==> config.mk <==
export PLATFORM = sky130hd
export DESIGN_NAME = stream_accumulator
export DESIGN_NICKNAME = d
export VERILOG_FILES = /design/src/rtl/stream_accumulator.sv
export SDC_FILE = /design/constraint.sdc
export NUM_CORES = 1
export LEC_CHECK = 0
export ABC_CLOCK_PERIOD_IN_PS = 11910
export CORE_UTILIZATION = 30
export DETAILED_ROUTE_END_ITERATION = 6
export PLACE_DENSITY_LB_ADDON = 0.1
export SYNTH_ARGS = -nofsm -noshare
export SYNTH_HDL_FRONTEND = slang
export SYNTH_SLANG_ARGS = --single-unit
==> constraint.sdc <==
create_clock -name clk -period 11.91 [get_ports clk]
set_clock_uncertainty 0.2 [all_clocks]
set_input_delay 1.7865 -clock clk [delete_from_list [all_inputs] [get_ports clk]]
set_output_delay 1.7865 -clock clk [all_outputs]
set_load 0.03 [all_outputs]
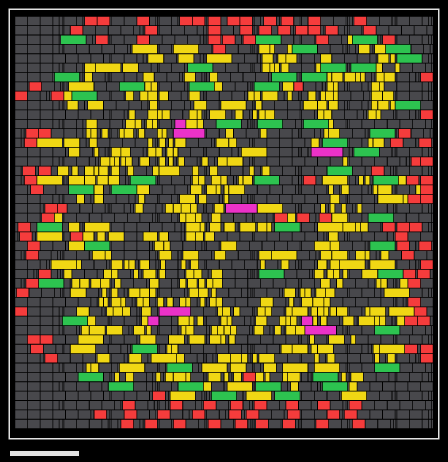
(images/placement_by_type.png)
The bar under the picture is 20 microns long. Fill, decap, tap and diode cells in gray.
| color | class | cells | share of their area |
|---|---|---|---|
| magenta | clock drivers and dummy loads | 8 | 2.6% |
| yellow | combinational and other logic | 445 | 59% |
| red | remaining buffers and delay cells | 120 | 21% |
| green | sequential cells | 50 | 17% |
flop share of the area: 16.8%
fin area: 0.00596 sq mm
fin util: 41.0%
Rows: 44

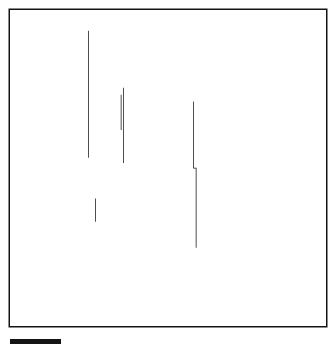
(images/layer_met4.png)
The bar under the picture is 20 microns long.
wire length on this layer: 159 microns
nets with wire on the layer: 5
longest straight run: 49.6 microns
share of all routed wire: 1.3%
drt total wl: 12.3 mm
vias after detailed routing: 4092

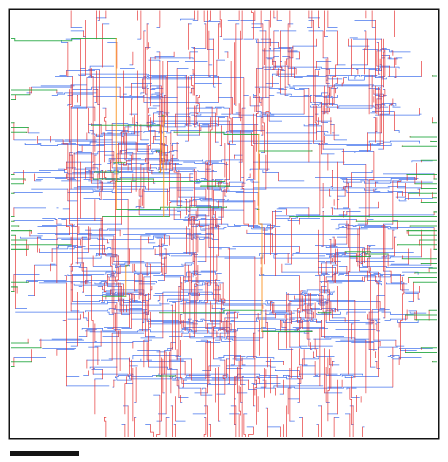
(images/wires.png)
The bar under the picture is 20 microns long.
| color | layer | wire length |
|---|---|---|
| orange | metal 4 | 159 microns |
| red | metal 2 | 5550 microns |
| green | metal 3 | 633 microns |
| blue | metal 1 | 5990 microns |
wire per inst: 15.3 microns
GRT Util Overall: 16.3%

==> impl_metrics.toml <==
# generated from flow reports
[sta]
rsz0062_at_grt = "false"
finalSetupViolations = 0
final.min_clock_period_ns = 5.65
period_used_pct = 47.4
drv_slew = 0
timing.hold.ws_ns = 0.330
worst_pin_slew_ns = 0.831
worst_slew_margin_rel_pct = 44.5
max_freq_mhz = 177
fin_setup_tns_ns = 0
hold_violations = 0

[critical_path]
rrSetupSlack_ns = 8.19
crit_chain = "clkdlybuf4s50_1 -> buf_4 -> nor2b_1 -> fa_1 -> ha_1 -> a211oi_1 -> o21bai_1 -> a41oi_1 -> o211ai_1 -> nand4_1 -> a21oi_1 -> or3_1 -> a32o_1"
reg2regPathDepth = 11
end_kind = "flop"
path_buffers = 2
path_depth = 13
critPathKind = "in2reg"
critPathRequiredTime_ns = 11.92
crit_slowest_cell = "fa_1"
critPathMaxFanout = 37
start_kind = "primary input"
worstPathArrival_ns = 5.65
critPathMaxStageDelay_ns = 0.52
critPathTopFamily = "AND-OR/OR-AND gates"

[route]
m1WireLength_mm = 5.99
drcViolationCount = 0
routed-wl-met2_mm = 5.55
viasPerCell = 5.07
ant_nets = 0
met3_length_microns = 633
top_layer_used = "met4"
drt-initial-drc-count = 133
first_pass_iters = 4

[cells_and_area]
largest_reg_flops = 32
nFillCells = 1495
syn2layout_area_growth_pct = 33.1
drive_gt1_share_pct = 4.65
diodes = 0
mostFrequentLayoutCells = "clkdlybuf4s50_1 (117), nor2_1 (50), dfxtp_1 (50), a21oi_1 (42)"
mostFrequentLayoutCell = "clkdlybuf4s50_1"
layout.nets = 755

[yosys]
ys_cells = 515
common_cells = "dfxtp_1 (50), nor2_1 (50), a21oi_1 (42), fa_1 (33), nor2b_1 (33)"
yosys_area_sq_mm = 0.00448
aoi_share_pct = 20.2
synthTopCellsByArea = "dfxtp_1 (22%), fa_1 (15%), ha_1 (8.9%), a21oi_1 (4.7%), nor2b_1 (4.6%)"
yosysSeqAreaShare_pct = 22.3
synthFlopType = "dfxtp_1"
syn_nets = 648
synth_top_area_share_pct = 22.3
ys_ff = 50
yosys.area_share.adder_pct = 23.7
synth_area_sq_mm = 0.00448
synthTopLogicFamily = "adder cells"
synth_area_per_cell_sq_um = 8.70
yosysTopAreaCell = "dfxtp_1"
async_flop_share_pct = 0
synthCells = 515
xor_share_pct = 6.06
ys_types = 66
synth.area.mux_share_pct = 2.71
yosys_warnings = 0
synth.cellmix.simpleShare_pct = 21.5
edf_count = 0

[clock_tree]
numCtsBuffers = 5
post_cts_resized = 0
tritoncts = "built"
cts_max_path_buffers = 2
hold_buffers = 0
cts_htree_levels = 2
clk_pin_slew_ns = 0.08
root_buffer = "clkbuf_16"
cts_setup_buffers = 0
clock_latency_ns = 0.30
cts.sinks = 50

[floorplanning]
die-area_sq_mm = 0.0154
top_level_ports = 118
fp_util_pct = 30.8
die_w_microns = 124
fp.dieH_microns = 124
coreArea_sq_mm = 0.0145

[pwr]
clk-power_mw = 0.156
seq_cell_power_mw = 0.198
ir_drop_v = 0.0000545
clockPowerShare_pct = 20.1
power.switching_mw = 0.322
internal-power_mw = 0.455
p_per_area_mw_per_mm2 = 130
comb_power_share_pct = 54.4
power_mw = 0.776
leakagePower_nw = 2.40
seqPwrFrac_pct = 25.5
power_leader = "combinational cells"
p_sw_share_pct = 41.4
pg_comb_mw = 0.422

[global_route]
gr-total-overflow = 0
antenna_found_initial = 0
first_global_vias = 4190
grt_pass1_wl_mm = 20.5
grt_max_degree = 38

[placement]
dpl_cell_area_sq_mm = 0.00581
portBuffers = 117
dpl.hpwl_mm = 9.49
gp_congestion = 0.888

[flow_run]
warnings = 26
maxCapViolCount = 0

[status]
status = "finished, final reports clean"

[min_path]
hp-class = "reg2reg"
hold_depth = 2
## metal layers
| layer | GRT usage (%) | vias to the layer above |
|---|---|---|
| met5 | 0 | - |
| met4 | 3.83 | 0 |
| li1 | - | 2044 |
| met1 | 22.2 | 1941 |
| met2 | 26.1 | 94 |
| met3 | 3.79 | 13 |
## through the flow
stage / worst slack (ns) / util [%] / std cells
after detailed placement: 5.96 / 40.0 / 799
after global routing: 6.06 / 41.0 / 807
final: 6.26 / 41.0 / 807
after floorplan: 6.66 / - / 515
after CTS: 6.25 / 41.0 / 807
after global placement: 6.05 / 40.0 / 799
## cell type report
class	count	area, sq um	area share [%]
tap	184	230	3.86
clock buffer	5	125	2.10
inverter	18	67.6	1.13
timing repair buffer	120	1190	20.0
multi-input combinational	427	3320	55.7
clock inverter	3	26.3	0.441
sequential	50	1000	16.8
